===== src/rtl/product_accumulator.sv =====
// product_accumulator: sums runs of NTERMS unsigned products and hands each total off over valid/ready.
module product_accumulator #(
    parameter int bw     = 64,
    parameter int GUARD  = 4,
    parameter int NTERMS = 16
) (
    input  logic                  CLK,
    input  logic                  RESET,
    input  logic [2*bw:1]         P,
    input  logic                  in_valid,
    output logic                  in_ready,
    input  logic                  flush,
    input  logic                  clear,
    output logic [2*bw+GUARD:1]   SUM,
    output logic                  sum_valid,
    input  logic                  sum_ready,
    output logic [7:0]            count,
    output logic                  overflow
);
    localparam int SW = 2*bw+GUARD;
    typedef enum logic {ACC, HOLD} state_t;
    state_t state, state_n;
    logic [SW-1:0] acc, acc_n, sum_n;
    logic [SW:0] add;
    logic [7:0] cnt_n;
    logic ovf_n, accept;
    assign in_ready  = (state == ACC);
    assign sum_valid = (state == HOLD);
    assign accept    = in_valid && in_ready;
    // extra top bit of the sum is the carry out of the accumulator MSB
    assign add = {1'b0, acc} + {{(GUARD+1){1'b0}}, P};
    always_ff @(posedge CLK or posedge RESET) begin
        if (RESET) begin
            state    <= ACC;
            acc      <= '0;
            count    <= '0;
            overflow <= 1'b0;
            SUM      <= '0;
        end else begin
            state    <= state_n;
            acc      <= acc_n;
            count    <= cnt_n;
            overflow <= ovf_n;
            SUM      <= sum_n;
        end
    end
    always_comb begin
        state_n = state;
        acc_n   = acc;
        cnt_n   = count;
        ovf_n   = overflow;
        sum_n   = SUM;
        if (clear) begin
            state_n = ACC;
            acc_n   = '0;
            cnt_n   = '0;
            ovf_n   = 1'b0;
        end else if (state == ACC) begin
            if (accept) begin
                acc_n = add[SW-1:0];
                cnt_n = count + 8'd1;
                ovf_n = overflow | add[SW];
            end
            // a flush only closes a run that holds at least one term
            if ((accept && cnt_n == 8'(NTERMS)) || (flush && cnt_n != 8'd0)) begin
                state_n = HOLD;
                sum_n   = acc_n;
            end
        end else if (sum_ready) begin
            state_n = ACC;
            acc_n   = '0;
            cnt_n   = '0;
            ovf_n   = 1'b0;
        end
    end
endmodule


===== config.mk =====
export PLATFORM = sky130hd
export DESIGN_NAME = product_accumulator
export DESIGN_NICKNAME = d
export VERILOG_FILES = /design/src/rtl/product_accumulator.sv
export SDC_FILE = /design/constraint.sdc
export NUM_CORES = 1
export LEC_CHECK = 0
export CAP_MARGIN = 25
export CORE_AREA = 2 2 215 217
export DETAILED_ROUTE_END_ITERATION = 8
export DIE_AREA = 0 0 217 219
export HOLD_SLACK_MARGIN = 0.15
export PLACE_DENSITY_LB_ADDON = 0.2
export SETUP_SLACK_MARGIN = 0.15
export SLEW_MARGIN = 20
export SYNTH_ARGS = -nofsm -noshare
export SYNTH_HDL_FRONTEND = slang
export SYNTH_SLANG_ARGS = --single-unit

===== constraint.sdc =====
create_clock -name CLK -period 10.1 [get_ports CLK]
set_input_delay 1.01 -clock CLK [delete_from_list [all_inputs] [get_ports CLK]]
set_output_delay 1.01 -clock CLK [all_outputs]
set_load 0.005 [all_outputs]

Fig. 1: run 1, M4 wires
Drawn at 1.5 px/um.
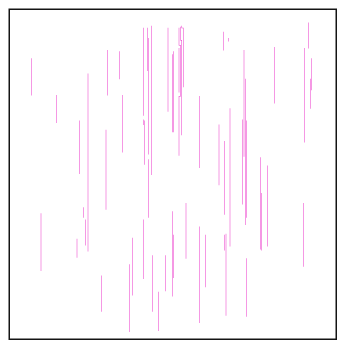
The wires run mostly vertical. The longest straight run is 118 um. The layer holds 3.5% of the routed length. The layer carries 2580 um of wire.

Fig. 2: run 1, routed metal, one colour a layer
Drawn at 1 px/um. Only two layers are drawn.
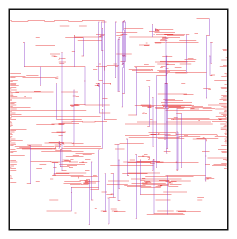
metal 3: marked red, wire length 5160 um. metal 4: marked purple, wire length 2580 um.

==> flow_summary.toml, run 1 <==
# implementation run metrics
[place]
dp_cells = 3240
gpl.final_weighted_congestion = 0.9500

[floorplanning]
fp.dieH_um = 219
io-pin-count = 277
std_cell_rows = 78
coreArea_um2 = 45090

[run_status]
run_status = "completed"

[routing]
drc = 0
routedWlPerCell_um = 22.47
drt_pass1_iterations = 6
max_layer_used = "met4"
dr_vias = 20180
route.final.wire_length_mm = 74.16
met1_length_mm = 33.02
routed_wire_length_on_met2_mm = 33.40

[setup_path]
max_stage_delay_ns = 0.66
cell_occurring_most_often_along_the_worst_timing_path = "sky130_fd_sc_hd__nor2_1"
cpLargestDelayFamily = "simple AND/OR/NAND/NOR gates"
crit_arrival_ns = 5.43

[synthesis]
netlist_instances = 2499
synth-cells-yosys = 2499
synth.top_cells.by_area = "sky130_fd_sc_hd__dfrtp_1 34%, sky130_fd_sc_hd__ha_1 8.0%, sky130_fd_sc_hd__nand2_1 7.4%"
ffs_w_async_s_r_synth_pct = 100.0
synth.avg_cell_area_um2 = 8.041
ys.flops = 274
synth_cell_types = 95

[final_timing]
max_clock_freq_mhz = 202.0
max_slew.worst_pin.slew_ns = 1.065
final-setup-viol-count = 0
setup_repair_after_global_routing_missed_its_margin = "no"
post_route_worst_hold_slack_ns = 0.4755
finalSetupTns_ns = 0
worst_slack_ns = 5.150

[clock_network]
cts-resized-gates = 0
postCtsSetupRepairBufs = 0
ctsRootBufferMaster = "sky130_fd_sc_hd__clkbuf_16"
insertion_delay_ns = 0.56
cts-hold-fix-buffers = 0

[layout]
layout.area.comb_um2 = 12540
insertedDiodeCount = 0
area.sequential_um2 = 6857
drive_above_1_share_pct = 5.037
final_core_util_pct = 54.16

[global_route]
grt_util_met1_pct = 42.29
wire_length_of_the_first_global_routing_pass_mm = 114.1
fraction_of_met3_tracks_used_by_global_routing_pct = 5.017
grt_max_degree = 155
grt_util_met2_pct = 49.02

[power_and_ir_drop]
cellLeakagePower_nw = 10.45
power.ir.vdd_worst_mv = 0.1273
post-layout-total-power_mw = 5.942

[worst_hold_path]
holdCritPathClass = "reg2reg"
Fig. 3: run 1, I/O pins on the die edge
Drawn at 1.5 px/um. Pins as bars across the die edge, other pins in grey.
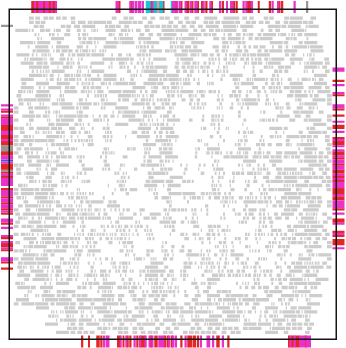
P: marked red, pins 128, direction input, edge 37 bottom, 33 top, 30 right, 28 left. count: marked cyan, pins 8, direction output, edge top. SUM: marked magenta, pins 132, direction output, edge 37 top, 33 left, 32 bottom, 30 right. sum_valid: marked blue, pins 1, direction output, edge left.

## run 1: flip-flops by register name, summed over array words and instances (netlist names)
name,count
count,8
overflow,1
SUM,132
acc,132
sum_valid,1
## run 1: final cells by class
cell class              instances  area share (%)
inverters                      40          0.6456
well taps                     600           3.074
repair buffers                292           11.93
multi-input cells            2035           51.33
clock buffers                  44           3.930
flip-flops and latches        274           28.08
clock inverters                15           1.014
## run 1: power by group
group / switching, mW / internal, mW
Sequential: 0.271 / 1.46
Combinational: 1.63 / 1.23
Clock: 0.526 / 0.828
Total: 2.42 / 3.52
## run 1: cell families (layout without fill, tap and decap cells)
family | after synthesis | in the layout | share of synthesized area (%)
AND-OR/OR-AND | 902 | 902 | 28.80
flip-flops | 274 | 274 | 34.12
adder cells (fa/ha/maj) | 130 | 130 | 8.132
multiplexers | 11 | 11 | 0.5728
AND/OR/NAND/NOR | 866 | 866 | 19.10
XOR/XNOR | 126 | 126 | 5.492
buffers and inverters | 190 | 391 | 3.786
## run 1: path summary, 6_finish.rpt
check	startpoint	end	slack, ns	depth (start not counted)
hold reg to reg	SUM[108]	SUM[108]	0.48	2
hold / removal	SUM[108]	SUM[108]	0.48	2
max in group asynchronous	RESET	acc[44]	7.74	3
setup reg to reg	sum_valid	SUM[130]	5.51	13
min in group asynchronous	RESET	SUM[102]	0.96	2
setup / recovery	in_valid	SUM[130]	5.15	13
## run 1: layout by cell type, fill, tap and decap left out, drive strengths merged, types with 13 or more instances in the layout
master,count
nand2,394
a21oi,281
clkdlybuf4s50,276
dfrtp,274
o21ai,248
nor2,216
ha,129
a22o,81
nand4,67
xnor2,65
a31oi,64
xor2,61
nand3,58
a21o,47
nor3,45
inv,44
clkbuf,44
o21bai,37
nor4,22
o21a,20
o31ai,17
buf,16
and3,15
o211ai,15
or3,14
a211oi,13
Fig. 4: run 1, gate families picked out
Drawn at 1.5 px/um.
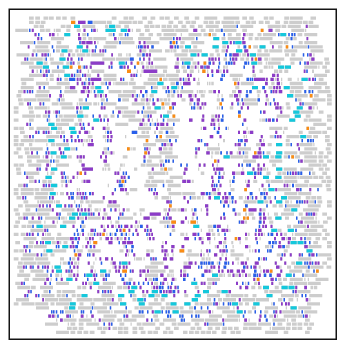

## Run 2: what changed since run 1
clock period = 4.1 ns   (was 10.1 ns; I/O delays follow)
Fig. 5: run 2, gate families picked out
Drawn at 1.5 px/um.
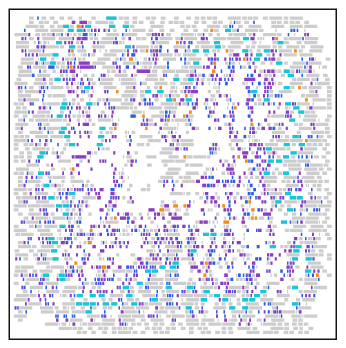
inverting AOI/OAI gates: marked purple, cells 719, most used a21oi_1, where all over the die. NAND gates: marked blue, cells 528, most used nand2_1, where all over the die. adder and majority cells: marked cyan, cells 130, most used ha_1, where all over the die. AND and OR gates: marked orange, cells 49, most used and3_1.

==> flow_summary.toml, run 2 <==
# implementation run metrics
[routing]
drt_pass1_iterations = 6
dr_vias = 20830
drc = 0

[run_status]
run_status = "completed"

[final_timing]
max_clock_freq_mhz = 269.7
finalSetupTns_ns = 0
post_route_worst_hold_slack_ns = 0.2610
worst_slack_ns = 0.3917
setup_repair_after_global_routing_missed_its_margin = "no"

[setup_path]
r2r_start = "acc[0]"
crit_arrival_ns = 4.17
cp-startpoint = "acc[0]"
endpoint = "SUM[103]"
ff2ff_setup_slack_ns = 0.39
ff2ff_path_depth = 14

[floorplanning]
std_cell_rows = 78
io-pin-count = 277

[clock_network]
cts-hold-fix-buffers = 0

[power_and_ir_drop]
post-layout-total-power_mw = 14.52
power_frac_seq_pct = 29.2
clockPowerShare_pct = 19.3
combPwrFrac_pct = 51.5
power_leader = "combinational cells"
p_clk_mw = 2.81

[layout]
count_of_flip_flops_and_latches = 274
buffers_excl_clock = 442
area.sequential_um2 = 6857
num-multi-input-gates = 2035
layout_top_registers = "SUM x132, acc x132, count x8"
final.signal_inverter_count = 40
final_core_util_pct = 56.35
layout.cells.largest_class = "logic gates"
drive_above_1_share_pct = 9.909
clock_cell_area_share_pct = 3.900
buf_share_pct = 16.17

[synthesis]
synth-cells-yosys = 2499
ffs_w_async_s_r_synth_pct = 100.0
ys.flops = 274
synth.avg_cell_area_um2 = 8.041

[place]
gpl.final_weighted_congestion = 1.007

[worst_hold_path]
holdCritPathClass = "in2async"

[global_route]
grt_max_degree = 156
Fig. 6: run 2, I/O pins on the die edge
Drawn at 1.5 px/um. Pins as bars across the die edge, other pins in grey.
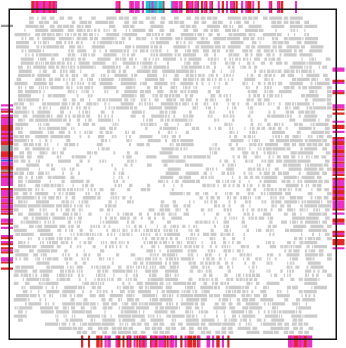
count: marked cyan, pins 8, direction output, edge top. sum_valid: marked blue, pins 1, direction output, edge left. SUM: marked magenta, pins 132, direction output, edge 37 top, 33 left, 32 bottom, 30 right. P: marked red, pins 128, direction input, edge 37 bottom, 33 top, 30 right, 28 left.
All pins by edge: 80 top, 70 bottom, 67 left, 60 right.

-- run 2: timing repair --
action                                  CTS  global route
gates resized                             0             1
hold endpoints to repair                  0             0
setup buffers                             0             1
endpoints found under the setup margin    0             8
-- run 2: kinds of logic (layout without fill, tap and decap cells) --
logic type / Yosys count / count (layout) / share of synthesized area (%)
muxes: 11 / 11 / 0.5728
and+or+nand+nor: 866 / 866 / 19.10
adders and majority gates: 130 / 130 / 8.132
buffers and inverters: 190 / 537 / 3.786
DFF: 274 / 274 / 34.12
AOI/OAI and AO/OA: 902 / 902 / 28.80
xor gates and xnor gates: 126 / 126 / 5.492
-- run 2: layer usage --
metal	global-route usage (%)	vias to the layer above	wire, um	share of wire (%)
li1	-	9758	-	-
met1	41.82	10130	32860	43
met2	50.77	789	35010	46
met3	5.100	160	4882	6.4
met4	12.56	0	3107	4.1
met5	0	-	0	0
-- run 2: worst max-delay path: stages, from the launching register on --
cell and delay (ns):
sky130_fd_sc_hd__dfrtp_1 0.40, sky130_fd_sc_hd__ha_1 0.23, sky130_fd_sc_hd__fa_1 0.45, sky130_fd_sc_hd__a211oi_2 0.22, sky130_fd_sc_hd__o21ai_2 0.12, sky130_fd_sc_hd__a21oi_1 0.24
sky130_fd_sc_hd__a211oi_2 0.16, sky130_fd_sc_hd__o21bai_1 0.30, sky130_fd_sc_hd__a21oi_1 0.12, sky130_fd_sc_hd__buf_4 0.17, sky130_fd_sc_hd__o2111ai_1 0.26, sky130_fd_sc_hd__nand3_1 0.31
sky130_fd_sc_hd__a31oi_1 0.29, sky130_fd_sc_hd__xnor2_1 0.18, sky130_fd_sc_hd__a211oi_1 0.10
Power is estimated from default activity; no workload was simulated.
